layer_met1.png
Bar = 50 um. Supply wires on this layer in gray.
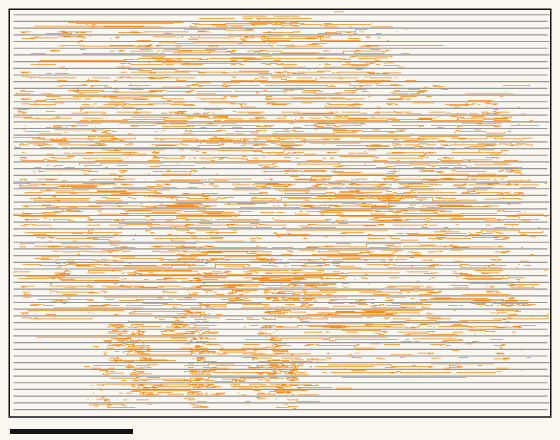
layer_met2.png
Bar = 50 um.
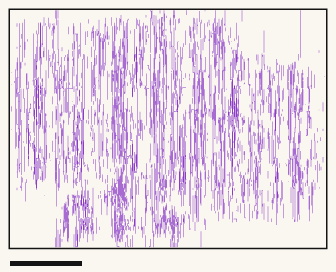
layer_met3.png
Cells faint in the background.
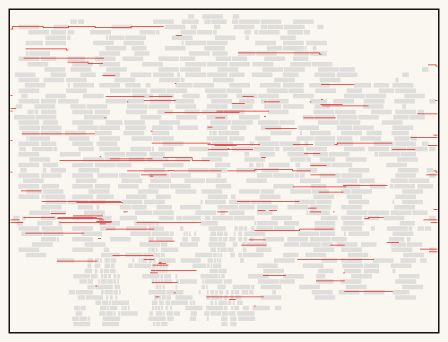
layer_met4.png
Bar = 50 um. Supply wires on this layer in gray.
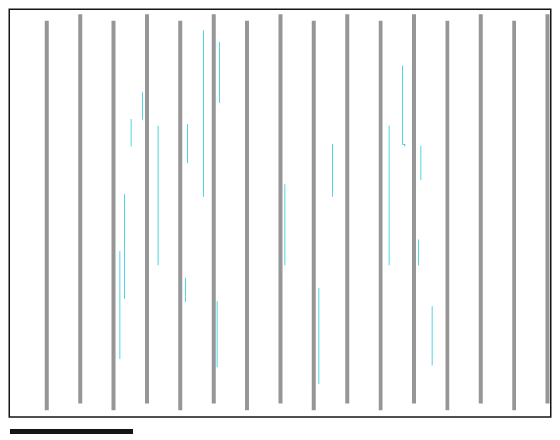
congestion.png
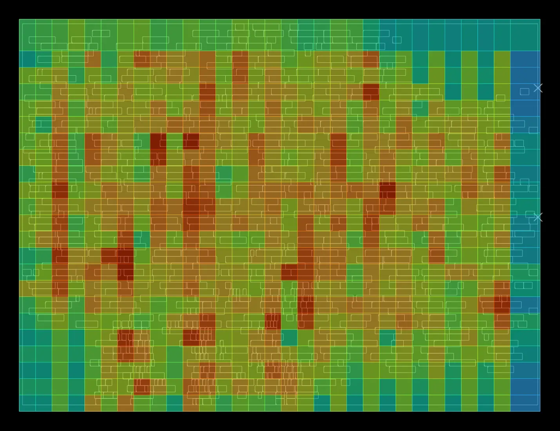
<file path="config.mk">
export PLATFORM = sky130hd
export DESIGN_NAME = smvm_result_collector
export DESIGN_NICKNAME = d
export VERILOG_FILES = /design/src/rtl/smvm_result_collector.sv
export SDC_FILE = /design/constraint.sdc
export NUM_CORES = 1
export LEC_CHECK = 0
export ABC_CLOCK_PERIOD_IN_PS = 7200
export CAP_MARGIN = 15
export CORE_ASPECT_RATIO = 0.75
export CORE_UTILIZATION = 45
export CTS_CLUSTER_DIAMETER = 60
export DETAILED_ROUTE_END_ITERATION = 6
export PLACE_DENSITY_LB_ADDON = 0.15
export SYNTH_ARGS = -nofsm -noshare
export SYNTH_HDL_FRONTEND = slang
export SYNTH_SLANG_ARGS = --single-unit
</file>
<file path="constraint.sdc">
create_clock -name clk -period 7.2 [get_ports clk]
set_input_delay 1.44 -clock clk [delete_from_list [all_inputs] [get_ports clk]]
set_output_delay 1.44 -clock clk [all_outputs]
set_load 0.02 [all_outputs]
</file>
<file path="src/rtl/smvm_result_collector.sv">
// Purpose: tags multiplier row results with their row index, buffers them and re-issues them on a valid/ready stream.
// Latency: a captured result appears at the head one cycle after its strobe (first-word fall-through).
// Backpressure: none upstream; results arriving while the FIFO is full with no pop are dropped and flagged.
module smvm_result_collector #(
    parameter int DW    = 14,
    parameter int DEPTH = 16,
    parameter int AW    = 4,
    parameter int RW    = 8
) (
    input  logic          clk,
    input  logic          rst_n,
    input  logic          start,
    input  logic [RW-1:0] num_rows,
    input  logic          res_valid,
    input  logic [DW-1:0] res_data,
    output logic          m_valid,
    input  logic          m_ready,
    output logic [DW-1:0] m_data,
    output logic [RW-1:0] m_row,
    output logic          m_last,
    output logic          busy,
    output logic          done,
    output logic          overflow,
    output logic          stray,
    output logic [AW:0]   level
);

    typedef enum logic [1:0] {IDLE, COLLECT, DRAIN} state_t;

    typedef struct packed {
        logic [RW-1:0] row;
        logic [DW-1:0] data;
        logic          last;
    } entry_t;

    entry_t        mem [DEPTH];
    entry_t        head;
    state_t        state;
    logic [AW-1:0] wr_ptr;
    logic [AW-1:0] rd_ptr;
    logic [AW:0]   level_q;
    logic [RW-1:0] rows_q;
    logic [RW-1:0] row_cnt;
    logic          done_q;
    logic          overflow_q;
    logic          stray_q;

    logic full;
    logic pop;
    logic push_req;
    logic push;
    logic is_last;

    always_comb begin
        full     = (level_q == (AW+1)'(DEPTH));
        pop      = (level_q != '0) && m_ready;
        push_req = (state == COLLECT) && res_valid;
        // A full FIFO still takes the push when the head leaves the same cycle.
        push     = push_req && (!full || pop);
        is_last  = (row_cnt == RW'(rows_q - RW'(1)));
        head     = mem[rd_ptr];
    end

    // Payload storage carries no reset; empty-state outputs are masked below.
    always_ff @(posedge clk) begin
        if (push) begin
            mem[wr_ptr] <= '{row: row_cnt, data: res_data, last: is_last};
        end
    end

    always_ff @(posedge clk or negedge rst_n) begin
        if (!rst_n) begin
            state      <= IDLE;
            wr_ptr     <= '0;
            rd_ptr     <= '0;
            level_q    <= '0;
            rows_q     <= '0;
            row_cnt    <= '0;
            done_q     <= 1'b0;
            overflow_q <= 1'b0;
            stray_q    <= 1'b0;
        end else begin
            done_q <= 1'b0;

            if (push) wr_ptr <= wr_ptr + AW'(1);
            if (pop)  rd_ptr <= rd_ptr + AW'(1);
            case ({push, pop})
                2'b10:   level_q <= level_q + (AW+1)'(1);
                2'b01:   level_q <= level_q - (AW+1)'(1);
                default: level_q <= level_q;
            endcase

            case (state)
                IDLE: begin
                    if (start) begin
                        overflow_q <= 1'b0;
                        stray_q    <= 1'b0;
                        if (num_rows != '0) begin
                            rows_q  <= num_rows;
                            row_cnt <= '0;
                            state   <= COLLECT;
                        end else begin
                            done_q <= 1'b1;
                        end
                    end
                end
                COLLECT: begin
                    if (res_valid) begin
                        row_cnt <= row_cnt + RW'(1);
                        if (is_last) state <= DRAIN;
                    end
                end
                DRAIN: begin
                    if (level_q == '0 || (level_q == (AW+1)'(1) && pop)) begin
                        state  <= IDLE;
                        done_q <= 1'b1;
                    end
                end
                default: state <= IDLE;
            endcase

            if (push_req && full && !pop) overflow_q <= 1'b1;
            // Flag set after the start clear so a strobe coincident with start is still reported.
            if (res_valid && state != COLLECT) stray_q <= 1'b1;
        end
    end

    always_comb begin
        m_valid  = (level_q != '0);
        m_data   = m_valid ? head.data : '0;
        m_row    = m_valid ? head.row  : '0;
        m_last   = m_valid && head.last;
        busy     = (state != IDLE);
        done     = done_q;
        overflow = overflow_q;
        stray    = stray_q;
        level    = level_q;
    end

endmodule

</file>
==> GITHUB_STEP_SUMMARY <==
### Flow metrics

| Metric | Value |
|---|---|
| Clock tree from TritonCTS | `done` |
| Worst EP required | `5.76 ns` |
| Combinational group share of total power | `29.6%` |
| Result of the run | `finished with violations` |
| Part of the total power dissipated in the clock network | `25.6%` |
| Initial DRT Pass Iterations | `7` |
| Non-Clock Buffer Area Fraction | `4.14%` |
| Synthesized instance count | `755` |
| Overall global routing resource usage | `20.4%` |
| Dominant comb cell | `multiplexers` |
| Number of remaining DRC errors | `4` |
| Routability Congestion | `0.750` |
| # IOs | `60` |
| Post-route setup TNS | `0 ns` |
| Sequential standard cell area | `11900 sq um` |
| Inserted Clock Buffers | `40` |
| Number of hold-repair buffers added at the cts stage | `0` |
| Slew HR | `21.8%` |
| Root cell of the clock tree | `sky130_fd_sc_hd__clkbuf_16` |
| Multi-input gate share of total cell area | `21.1%` |
| Registers with the most flip-flops | `mem x368, row_cnt x8, rows_q x8` |
| Sum of internal, switching and leakage power | `7.59 mW` |
| Total number of placement rows | `59` |
| Die boundary height | `165 um` |
| Count leader, synth | `sky130_fd_sc_hd__edfxtp_1` |
| Crit path arrival time | `3.93 ns` |
| Library cell with the largest summed area after synthesis | `sky130_fd_sc_hd__edfxtp_1` |
| Internal portion of total power | `5.25 mW` |
| Final count of hold timing violations | `0` |
| Part of the cycle the worst path needs | `74.6%` |
| Highest routing layer actually used | `met4` |
| Clk power | `1.94 mW` |
| Dominant class by area | `flip-flops and latches` |
| Cells resized by post-CTS repair | `0` |
| Htree depth | `2` |
| Floorplan net count | `793` |
| Insertion delay to the later sink of the worst-skew pair | `0.55 ns` |
| Vias per std cell | `5.80` |
| Parity-gate share of the synthesized area counting xor and xnor cells | `1.21%` |
| Share of the final layout cell area in sequential cells | `64.8%` |
| Crit path max-delay cell type | `sky130_fd_sc_hd__dfrtp_4` |
| Post-synthesis chip area from yosys | `16000 sq um` |
| Clock tree cell share of total cell area | `6.57%` |
| Failing checks | `design-rule violations` |
| Count of placed standard cells including taps | `1255` |
| Largest incremental delay on the critical path | `1.19 ns` |
| Hold_ws | `0.498 ns` |
| Pin count of the biggest net entering global routing | `74` |
| Initial cell density of the core | `45.8%` |
| Register clock-pin slew on the reported worst setup and hold paths | `0.06 ns` |
| Source of the critical timing path | `rd_ptr[1]` |
| Flop and latch count out of synthesis | `402` |
| Crit end category | `primary output` |
| Non-clock buffer instance count of the final layout | `79` |
| Critical path peak fanout | `73` |
| Power Combinational | `2.25 mW` |
| Most used routing layer | `met2` |
| Placed inst area | `17100 sq um` |
| Horizontal die dimension | `220 um` |
| Terminating pin of the worst hold path | `overflow` |
| Number of filler cells placed in the layout | `2686` |
| Non-Filler Cell Area, Final | `18400 sq um` |
| Reg-to-reg critical path endpoint | `state[0]` |
| Sequential cell count of the final layout | `402` |
| Synth Area in Compound Gates | `1.28%` |
| Number of clock buffers in the layout | `55` |
| Post-detail-place hpwl | `19300 um` |
| Maximum clock skew at final layout | `0.0198 ns` |
| Cell Pwr Density | `413 nW/um^2` |
| Syn avg cell area | `21.1 sq um` |
| Top pwr grp | `registers` |
| Yosys adder share | `0.862%` |
| Leading register cell type out of synthesis | `sky130_fd_sc_hd__edfxtp_1` |
| End point of the critical path | `m_row[1]` |
| NumNets Final | `879` |
| Final critical delay including setup and external delays | `5.37 ns` |
| Number of cells on the worst hold path | `2` |
| Via count of the first global-routing pass | `8078` |
| Number of cells traversed by the worst register-to-register path | `6` |
| Mi-comb count | `307` |
| Core region area | `34800 sq um` |
| Post-route insts no fill | `1326` |
| Number of cell instances after yosys synthesis | `755` |
| Worst Tran Pin Value | `1.17 ns` |
| Overall chip area | `36200 sq um` |
| Net Switching | `2.34 mW` |
| Post-Route M1 WL | `15900 um` |
| Combinational gate area | `3880 sq um` |
| Count of antenna diodes in the layout | `0` |
| Category of cells accounting for the largest share of critical-path delay | `flip-flops` |
| First-pass GRT wire length | `52900 um` |
| Ys async rst share | `8.46%` |
| Met1 usage in global routing | `29.3%` |
| Area of the mapped netlist | `16000 sq um` |
| Number of cells on the critical path | `5` |
| Most area-consuming cells after synthesis | `sky130_fd_sc_hd__edfxtp_1 (69%), sky130_fd_sc_hd__mux4_2 (16%), sky130_fd_sc_hd__dfrtp_1 (5.3%)` |
| Switching portion of total power | `30.9%` |
| Residual antenna-violating net count after detailed routing | `0` |
| Mux contribution to synthesized area | `16.7%` |
| Leakage power summed over all cells | `5.91 nW` |
| Count of buffering cells on the critical path with inverters included | `2` |
| Startpoint class of the critical path | `flip-flop` |
| P_seq | `3.40 mW` |
| Tally of yosys warning messages | `0` |
| Max-cap violation count | `0` |
| Share of the yosys chip area belonging to registers | `74.5%` |
| Most frequent cells after synthesis | `sky130_fd_sc_hd__edfxtp_1 (368), sky130_fd_sc_hd__mux4_2 (115), sky130_fd_sc_hd__dfrtp_1 (34)` |
| Routed length on met3 | `1680 um` |
| Endpoints failing setup | `0` |
| Dominant logic cell types in the final layout | `sky130_fd_sc_hd__edfxtp_1 (368), sky130_fd_sc_hd__mux4_2 (115), sky130_fd_sc_hd__clkdlybuf4s50_1 (58)` |
| Most frequent cell on the critical path | `sky130_fd_sc_hd__mux4_2` |
| Max rail drop VDD | `0.000224 V` |
| Max-slew violations | `0` |
About layer_met1.png:
share of all routed wire: 45%
nets with wire on the layer: 841

About layer_met2.png:
nets with wire on the layer: 795
share of all routed wire: 49%
main direction: vertical
longest straight run: 100 um
routed via count: 7692
routing usage on met2: 32.9%
Final Routed Wirelength: 35300 um

About layer_met3.png:
nets with wire on the layer: 71
share of all routed wire: 4.8%
longest straight run: 66.7 um

About layer_met4.png:
wire length on this layer: 537 um
longest straight run: 67.3 um
nets with wire on the layer: 8

About congestion.png:
WL per Instance: 26.6 um
Global Route met3 Usage: 3.39%

No activity file was given, so power comes from the tool's default toggle rates.
